===== config.mk =====
export PLATFORM = sky130hd
export DESIGN_NAME = move_cursor
export DESIGN_NICKNAME = d
export VERILOG_FILES = /design/src/rtl/move_cursor.sv
export SDC_FILE = /design/constraint.sdc
export NUM_CORES = 1
export LEC_CHECK = 0
export CORE_UTILIZATION = 40
export CTS_CLUSTER_SIZE = 28
export DETAILED_ROUTE_END_ITERATION = 10
export DONT_BUFFER_PORTS = 1
export GPL_TIMING_DRIVEN = 0
export SKIP_CTS_REPAIR_TIMING = 1
export SYNTH_ARGS = -nofsm -noshare
export SYNTH_HDL_FRONTEND = slang
export SYNTH_SLANG_ARGS = --single-unit

===== constraint.sdc =====
create_clock -name clk_in -period 1.55 [get_ports clk_in]
set_input_delay 0.31 -clock clk_in [delete_from_list [all_inputs] [get_ports clk_in]]
set_output_delay 0.31 -clock clk_in [all_outputs]
set_load 0.05 [all_outputs]

===== src/rtl/move_cursor.sv =====
`default_nettype none
// ============================================================================
// Module   : move_cursor
// Purpose  : Wrapping board cursor driven by direction buttons; commits a
//            move or pass as an 8-bit code with a one-cycle strobe.
//            Auto-repeat on held directions when MOVE_CURSOR_AUTO_REPEAT_EN
//            is defined.
// Revision : 1.0
// ============================================================================
module move_cursor #(
  parameter int         BOARD_SIZE    = 9,
  parameter int         REPEAT_DELAY  = 32_500_000,
  parameter int         REPEAT_PERIOD = 6_500_000,
  parameter logic [7:0] PASS_CODE     = 8'hFF
) (
  input  logic       clk_in,
  input  logic       rst_in_n,
  input  logic       btn_up,
  input  logic       btn_down,
  input  logic       btn_left,
  input  logic       btn_right,
  input  logic       btn_sel,
  input  logic       btn_pass,
  input  logic       enable,
  output logic [7:0] move_out,
  output logic       move_avail,
  output logic [3:0] cursor_row,
  output logic [3:0] cursor_col
);

  localparam logic [3:0] c_LAST = 4'(BOARD_SIZE - 1);
  localparam logic [3:0] c_MID  = 4'(BOARD_SIZE / 2);

  // bit order: {pass, sel, right, left, down, up}
  logic [5:0] r_sample;
  logic [5:0] r_prev;
  logic [5:0] w_edge;
  logic [3:0] w_step;
  logic [3:0] r_row;
  logic [3:0] r_col;
  logic [3:0] w_row_next;
  logic [3:0] w_col_next;
  logic [7:0] r_move;
  logic       r_avail;
  logic       w_sel;
  logic       w_pass;

  always_ff @(posedge clk_in or negedge rst_in_n) begin
    if (!rst_in_n) begin
      r_sample <= '0;
      r_prev   <= '0;
    end else begin
      r_sample <= {btn_pass, btn_sel, btn_right, btn_left, btn_down, btn_up};
      r_prev   <= r_sample;
    end
  end

  assign w_edge = r_sample & ~r_prev;

`ifdef MOVE_CURSOR_AUTO_REPEAT_EN
  localparam int                 c_CNT_W       = $clog2(REPEAT_DELAY + 1);
  localparam logic [c_CNT_W-1:0] c_DELAY_LAST  = c_CNT_W'(REPEAT_DELAY - 1);
  localparam logic [c_CNT_W-1:0] c_PERIOD_LAST = c_CNT_W'(REPEAT_PERIOD - 1);
  localparam logic [c_CNT_W-1:0] c_CNT_MAX     = {c_CNT_W{1'b1}};

  typedef enum logic [1:0] {
    ST_IDLE   = 2'd0,
    ST_DELAY  = 2'd1,
    ST_REPEAT = 2'd2
  } state_t;

  state_t             r_state;
  state_t             w_state_next;
  logic [c_CNT_W-1:0] r_cnt;
  logic               w_cnt_clr;
  logic [3:0]         w_held;

  assign w_held = r_sample[3:0];

  always_ff @(posedge clk_in or negedge rst_in_n) begin
    if (!rst_in_n) begin
      r_state <= ST_IDLE;
      r_cnt   <= '0;
    end else begin
      r_state <= w_state_next;
      if (w_cnt_clr)
        r_cnt <= '0;
      else if (r_cnt != c_CNT_MAX)
        r_cnt <= r_cnt + c_CNT_W'(1);
    end
  end

  // A fresh press always wins: step only the new directions and restart the delay.
  always_comb begin
    w_state_next = r_state;
    w_step       = 4'b0000;
    w_cnt_clr    = 1'b0;
    if (|w_edge[3:0]) begin
      w_step       = w_edge[3:0];
      w_cnt_clr    = 1'b1;
      w_state_next = ST_DELAY;
    end else begin
      case (r_state)
        ST_DELAY: begin
          if (~|w_held) begin
            w_state_next = ST_IDLE;
          end else if (r_cnt == c_DELAY_LAST) begin
            w_step       = w_held;
            w_cnt_clr    = 1'b1;
            w_state_next = ST_REPEAT;
          end
        end
        ST_REPEAT: begin
          if (~|w_held) begin
            w_state_next = ST_IDLE;
          end else if (r_cnt == c_PERIOD_LAST) begin
            w_step    = w_held;
            w_cnt_clr = 1'b1;
          end
        end
        default: w_state_next = ST_IDLE;
      endcase
    end
  end
`else
  // A zero timing parameter is a configuration error; directions then stay inert.
  if (REPEAT_DELAY > 0 && REPEAT_PERIOD > 0) begin : g_edge_step
    assign w_step = w_edge[3:0];
  end else begin : g_no_step
    assign w_step = 4'b0000;
  end
`endif

  always_comb begin
    w_row_next = r_row;
    w_col_next = r_col;
    if (w_step[0] && !w_step[1])
      w_row_next = (r_row == 4'd0) ? c_LAST : r_row - 4'd1;
    else if (w_step[1] && !w_step[0])
      w_row_next = (r_row == c_LAST) ? 4'd0 : r_row + 4'd1;
    if (w_step[2] && !w_step[3])
      w_col_next = (r_col == 4'd0) ? c_LAST : r_col - 4'd1;
    else if (w_step[3] && !w_step[2])
      w_col_next = (r_col == c_LAST) ? 4'd0 : r_col + 4'd1;
  end

  assign w_sel  = w_edge[4] & enable;
  assign w_pass = w_edge[5] & enable;

  // Committed position is the cursor before any step taken in the same cycle.
  always_ff @(posedge clk_in or negedge rst_in_n) begin
    if (!rst_in_n) begin
      r_row   <= c_MID;
      r_col   <= c_MID;
      r_move  <= 8'h00;
      r_avail <= 1'b0;
    end else begin
      r_row   <= w_row_next;
      r_col   <= w_col_next;
      r_avail <= w_sel | w_pass;
      if (w_sel)
        r_move <= {r_row, r_col};
      else if (w_pass)
        r_move <= PASS_CODE;
    end
  end

  assign move_out   = r_move;
  assign move_avail = r_avail;
  assign cursor_row = r_row;
  assign cursor_col = r_col;

endmodule
`default_nettype wire


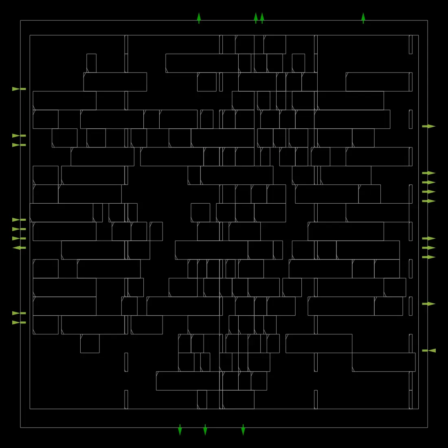
Figure 1: run 1, placement view.
# Taps: 44
sequential cell count of the final layout: 29
core outline area: 3080 µm²
Layout Cells excl Fill: 187
flop share of the area: 0.442

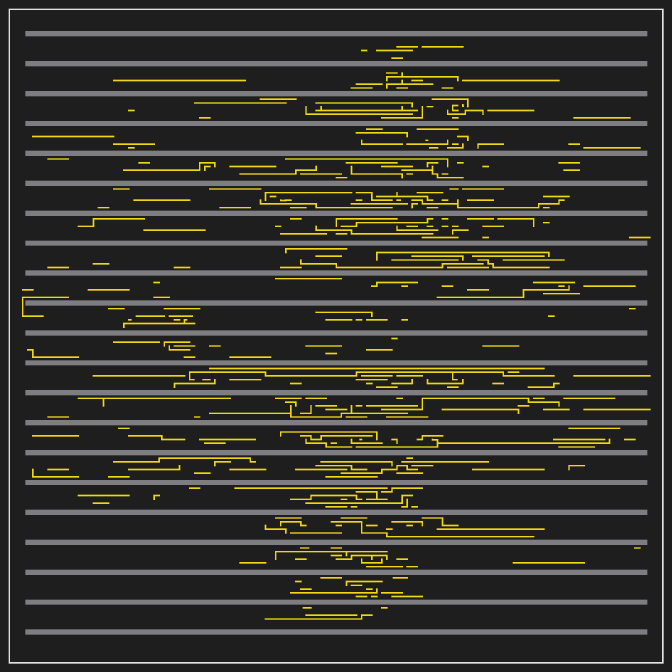
Figure 2: run 1, signal wires on met1.
Supply wires on this layer in grey.
longest straight run	30.4 µm
wire length on this layer	1140 µm
main direction	horizontal
share of all routed wire	44%
nets with wire on the layer	141
Detailed Route WL: 2600 µm
via count: 986
met1 routing resource usage after global routing: 0.187

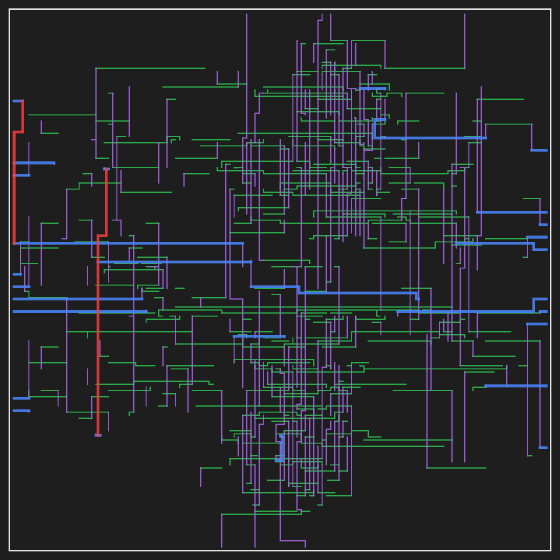
Figure 3: run 1, wiring by layer.
layer	colour	wire length
metal 1	green	1140 µm
metal 2	purple	1230 µm
metal 4	red	46.7 µm
metal 3	blue	181 µm
total global routing track utilization: 0.157
average wire per standard cell: 13.9 µm

==> impl_metrics.csv, run 1 <==
group,metric,value,unit
synthesis,synth-edff-count,0,
die,core_util_floorplan,0.426,
setup_path,biggest_fanout_along_the_worst_timing_path,6,
setup_path,cp_data_required_time,1.75,ns
final_timing,setup-violations-final,1,
synthesis,top_cell,"sky130_fd_sc_hd__dfrtp_1",
global_route,busiest_layer,"met2",
drt,wl_met1,1140,µm
pwr,power.net_switching,1540,µW
synthesis,netlist_instances,119,
setup_path,critical_path.cell_chain,"or4b_1 > o311a_1 > o22ai_2 > o21ai_1",
setup_path,worst_r2r_startpoint,"cursor_col[0]",
final_timing,timing.final.ws_setup,-0.00768,ns
global_route,use_met2,0.230,
setup_path,critPathSlowestCell,"sky130_fd_sc_hd__dfrtp_4",
final_layout,area.sequential,749,µm²
final_layout,layout.core_utilization,0.550,
final_timing,rsz0062_at_grt,"yes",
synthesis,synth_top_flop_cell,"sky130_fd_sc_hd__dfrtp_1",
cts,ctsLongestPathBuffers,2,
cts,cts.htree.levels,2,
pwr,combinational_group_share_of_total_power,0.293,
final_layout,biggestCellCategory,"registers",
synthesis,synth_stat.cells,119,
pwr,leak_pwr,0.000712,µW
final_layout,area_share_clock_buf_inv,0.0502,
synthesis,ys_chip_area,1310,µm²
setup_path,crit_path_start_kind,"flip-flop",
final_layout,multi_input_comb_area,572,µm²
setup_path,setup.worst_path.start,"cursor_col[0]",
cts,clk_sink_count,29,
setup_path,critPathCaptureType,"flip-flop",
final_layout,antenna_cells_inserted,0,
setup_path,critical_path_cell_count,4,
setup_path,worst-path-buf-inv,0,
final_timing,fin_setup_tns,-0.00768,ns
setup_path,cp_slowest_stage_delay,0.59,ns
drt,drt-pass1-iter-count,4,
final_layout,final-nonclk-buf-share,0.115,
synthesis,ys_async_sr_fraction,1.00,
final_timing,slew_headroom,0.676,
final_layout,finalInstanceArea,1690,µm²
final_timing,maxClockFrequency,0.642,GHz
final_layout,clockBufferCount,7,
status,violations_in_the_final_reports,"negative setup slack",
min_path,worstHoldPathCells,2,
final_layout,fillCellCount,271,
final_timing,min_period,1.56,ns
min_path,hold_path_end,"move_avail",
placed_design,post-place-ws,-0.0796,ns
final_timing,final_hold_violation_tally,0,
setup_path,worstReg2RegEnd,"cursor_col[3]",
final_layout,largest_register_ffs,8,
final_timing,timing_worst_slew_pin_value,0.486,ns
drt,routed_vias_inst,5.27,
drt,wl_met2,1230,µm
global_route,grt_start_max_net_pins,30,
synthesis,topCellsByArea,"sky130_fd_sc_hd__dfrtp_1, sky130_fd_sc_hd__ha_1, sky130_fd_sc_hd__o22a_1",
global_route,globalRoute.totalOverflow,0,
die,i_o_pins,26,
synthesis,warnings_from_yosys,0,
synthesis,synth_area,1310,µm²
drt,maxUsedRoutingLayer,"met4",
cts,latency_at_later_pin,0.32,ns
synthesis,synthDominantAreaCellType,"sky130_fd_sc_hd__dfrtp_1",
pwr,power.density,2030,nW/µm²
final_layout,share_of_final_layout_standard_cells_stronger_than_drive_strength_1,0.259,
pwr,power_switching_share,0.447,
run,tool_warnings,30,
setup_path,worst-endpoint-arrival,1.75,ns
setup_path,cell_class_contributing_the_biggest_share_of_worst_path_delay,"flip-flops",
pwr,sequential_share_of_power,0.524,
final_layout,comb_cells,77,
synthesis,synthDominantCellAreaShare,0.515,
final_timing,maxSlewViolCount,0,
die,die-area,3510,µm²
pwr,ir_worst_vdd,0.000662,V
final_timing,clock-skew-final,0.00726,ns
drt,initialDrtViolationCount,27,
drt,routed-wl-met3,180,µm
placed_design,final_weighted_congestion_in_routability_driven_placement,0.767,
placed_design,port-buffer-count,0,
placed_design,placedCellCount,163,
global_route,first_global_vias,843,
die,die.size.x,59.3,µm
final_timing,timing.final.crit_share,1.00,
status,outcome,"finished with violations",
final_layout,inv_count,8,
synthesis,syn_avg_cell_area,11.0,µm²
global_route,number_of_antenna_violations_at_the_first_check_in_global_routing,0,
final_layout,lay_top_count,"sky130_fd_sc_hd__dfrtp_1",
drt,drt_drc_violations_left,0,
synthesis,post_synth_most_frequent_cells,"sky130_fd_sc_hd__dfrtp_1, sky130_fd_sc_hd__o22a_1, sky130_fd_sc_hd__ha_1, sky130_fd_sc_hd__inv_1",
die,floorplan.rows,20,
cts,tritoncts,"done",
synthesis,syn-num-nets,135,
final_layout,nNonClkBuffers,21,
pwr,internal_power,1910,µW
placed_design,dpl.hpwl,1580,µm
placed_design,placed_area,1380,µm²
cts,tritoncts.num_buffers,5,
synthesis,ys_seq_frac,0.555,
global_route,global_route_wire_length_before_repair,3800,µm
setup_path,crit_end,"cursor_col[3]",
run 1: kinds of logic after synthesis:
kind of cell             synth area share
AND-OR/OR-AND                       0.179
XOR/XNOR                           0.0133
adder cells (fa/ha/maj)            0.0667
buffers and inverters              0.0458
flip-flops                          0.555
AND/OR/NAND/NOR                     0.140
run 1: worst reg2reg max path, stage by stage (launching register included):
cell	delay, ns
sky130_fd_sc_hd__dfrtp_4	0.59
sky130_fd_sc_hd__or4b_1	0.54
sky130_fd_sc_hd__o311a_1	0.15
sky130_fd_sc_hd__o22ai_2	0.08
sky130_fd_sc_hd__o21ai_1	0.08
run 1: power by group through the flow:
stage               logic (µW)  registers [µW]  clock network [µW]
floorplan                  616            1700                   0
global placement           677            1770                   0
detailed placement         723            1780                   0
CTS                        726            1760                 656
global route              1150            1840                 692
finish                    1010            1810                 630
## Run 2: what changed since run 1
- ABC_AREA: not set -> 1
- MAX_ROUTING_LAYER: not set -> met4
==> impl_metrics.csv, run 2 <==
group,metric,value,unit
status,outcome,"completed",
final_layout,lay_top_count,"sky130_fd_sc_hd__nand2_1",
final_layout,seqAreaFraction,0.462,
min_path,hold_path_end,"move_avail",
final_layout,antenna_cells_inserted,0,
final_timing,timing.final.crit_share,0.937,
cts,latency_at_later_pin,0.33,ns
final_layout,finalInstanceArea,1610,µm²
setup_path,cp_data_required_time,1.78,ns
setup_path,crit_end,"cursor_row[3]",
global_route,number_of_antenna_violations_at_the_first_check_in_global_routing,0,
synthesis,warnings_from_yosys,0,
setup_path,cp_slowest_stage_delay,0.55,ns
cts,tritoncts.num_buffers,5,
die,i_o_pins,26,
final_timing,timing.final.ws_setup,0.0973,ns
placed_design,final_weighted_congestion_in_routability_driven_placement,0.895,
global_route,grt_start_max_net_pins,30,
final_layout,finish.cell_count_without_fillers,197,
final_timing,clock-skew-final,0.0114,ns
synthesis,synthDominantCellAreaShare,0.514,
setup_path,worst-endpoint-arrival,1.68,ns
run,tool_warnings,29,
final_timing,rsz0062_at_grt,"no",
placed_design,post-place-ws,-0.0563,ns
pwr,ir_worst_vdd,0.000861,V
final_timing,fin_setup_tns,0,ns
final_layout,seq_cell_count,29,
synthesis,synth_logic_family,"simple AND/OR/NAND/NOR gates",
final_layout,largest_register_ffs,8,
final_layout,multi_input_comb_area,532,µm²
synthesis,synth_area,1310,µm²
synthesis,post_synth_most_frequent_cells,"sky130_fd_sc_hd__dfrtp_1, sky130_fd_sc_hd__nand2_1, sky130_fd_sc_hd__inv_1",
die,die.size.x,59.3,µm
setup_path,cell_class_contributing_the_biggest_share_of_worst_path_delay,"flip-flops",
final_layout,layout.core_utilization,0.522,
final_layout,final-nonclk-buf-share,0.0817,
final_layout,fillCellCount,284,
synthesis,synthDominantAreaCellType,"sky130_fd_sc_hd__dfrtp_1",
synthesis,xor_share,0.0133,
pwr,power.density,1980,nW/µm²
final_layout,nNonClkBuffers,13,
synthesis,topCellsByArea,"sky130_fd_sc_hd__dfrtp_1, sky130_fd_sc_hd__nand2_1, sky130_fd_sc_hd__ha_1",
final_layout,area_share_clock_buf_inv,0.0475,
setup_path,critPathCaptureType,"flip-flop",
final_timing,setup-violations-final,0,
synthesis,ys_seq_frac,0.554,
global_route,global_route_wire_length_before_repair,4120,µm
cts,ctsLongestPathBuffers,2,
die,floorplan.core_area,3080,µm²
synthesis,yosys.area_share.adder,0.0667,
setup_path,critical_path.cell_chain,"inv_2 > ha_4 > nand3_2 > nand2_2 > inv_2 > nand3_2 > nand2_1 > nand2_1 > nand2_1",
final_timing,final_hold_violation_tally,0,
synthesis,syn_avg_cell_area,9.88,µm²
setup_path,biggest_fanout_along_the_worst_timing_path,6,
global_route,globalRoute.totalOverflow,0,
synthesis,synth_simple_gate_area_share,0.191,
synthesis,synth-edff-count,0,
drt,initialDrtViolationCount,52,
synthesis,synth_stat.cells,133,
die,floorplan.rows,20,
setup_path,worst_r2r_startpoint,"cursor_row[0]",
drt,drt_drc_violations_left,0,
global_route,first_global_vias,908,
final_timing,timing_worst_slew_pin_value,0.492,ns
setup_path,critical_path_cell_count,9,
synthesis,ys_async_sr_fraction,1.00,
setup_path,worstReg2RegEnd,"cursor_row[3]",
synthesis,aoi_share,0.114,
placed_design,port-buffer-count,0,
final_timing,maxClockFrequency,0.688,GHz
[run 2: power by group]
group          leakage (µW)  switching [µW]  internal (µW)  total (µW)
clock network     0.0000422             254            338         592
logic              0.000363             462            409         871
registers          0.000323             758            961        1720
total              0.000729            1470           1710        3180
[run 2: cells by family (layout without fill, tap and decap cells)]
| family | Yosys count | count (layout) |
|---|---|---|
| AND/OR/NAND/NOR | 54 | 54 |
| flip-flops | 29 | 29 |
| AND-OR/OR-AND | 22 | 22 |
| buffers and inverters | 19 | 39 |
| adder cells (fa/ha/maj) | 7 | 7 |
| XOR/XNOR | 2 | 2 |
[run 2: metal layers]
layer / global-route usage / up-vias / share of wire
li1: - / 481 / -
met1: 0.189 / 463 / 0.43
met2: 0.262 / 27 / 0.48
met3: 0.0699 / 12 / 0.066
met4: 0.0918 / 0 / 0.026
met5: - / - / 0
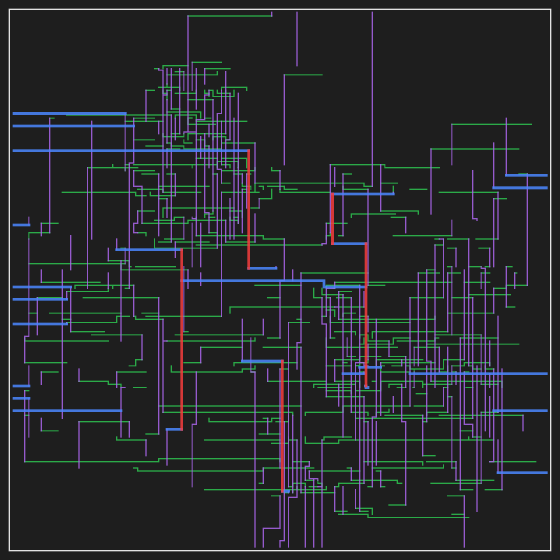
Figure 4: run 2, wiring by layer.
layer	colour	wire length
metal 3	blue	175 µm
metal 4	red	68.0 µm
metal 1	green	1140 µm
metal 2	purple	1260 µm
via count: 983
total global routing track utilization: 0.171
Detailed Route WL: 2640 µm
average wire per standard cell: 13.4 µm

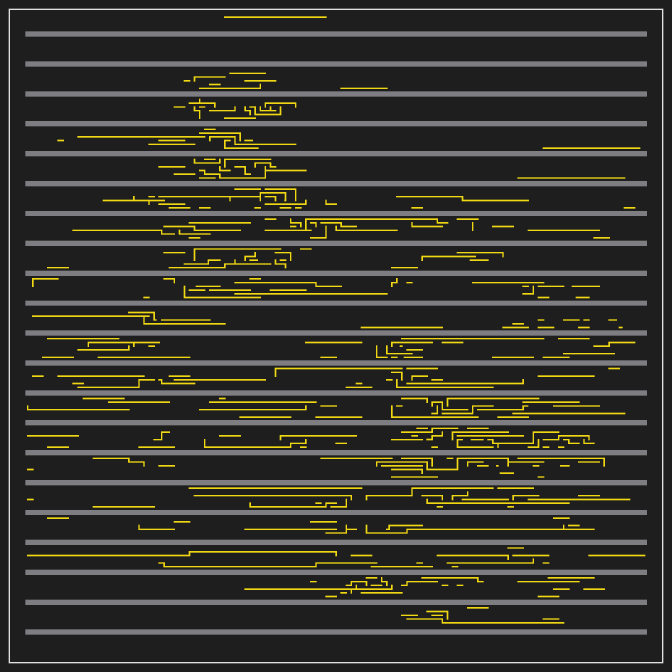
Figure 5: run 2, signal wires on met1.
Supply wires on this layer in grey.
nets with wire on the layer	147
share of all routed wire	43%
longest straight run	17.0 µm
wire length on this layer	1140 µm
main direction	horizontal
met1 routing resource usage after global routing: 0.189

Power figures rest on the tool's default switching activity, not on a simulated workload.
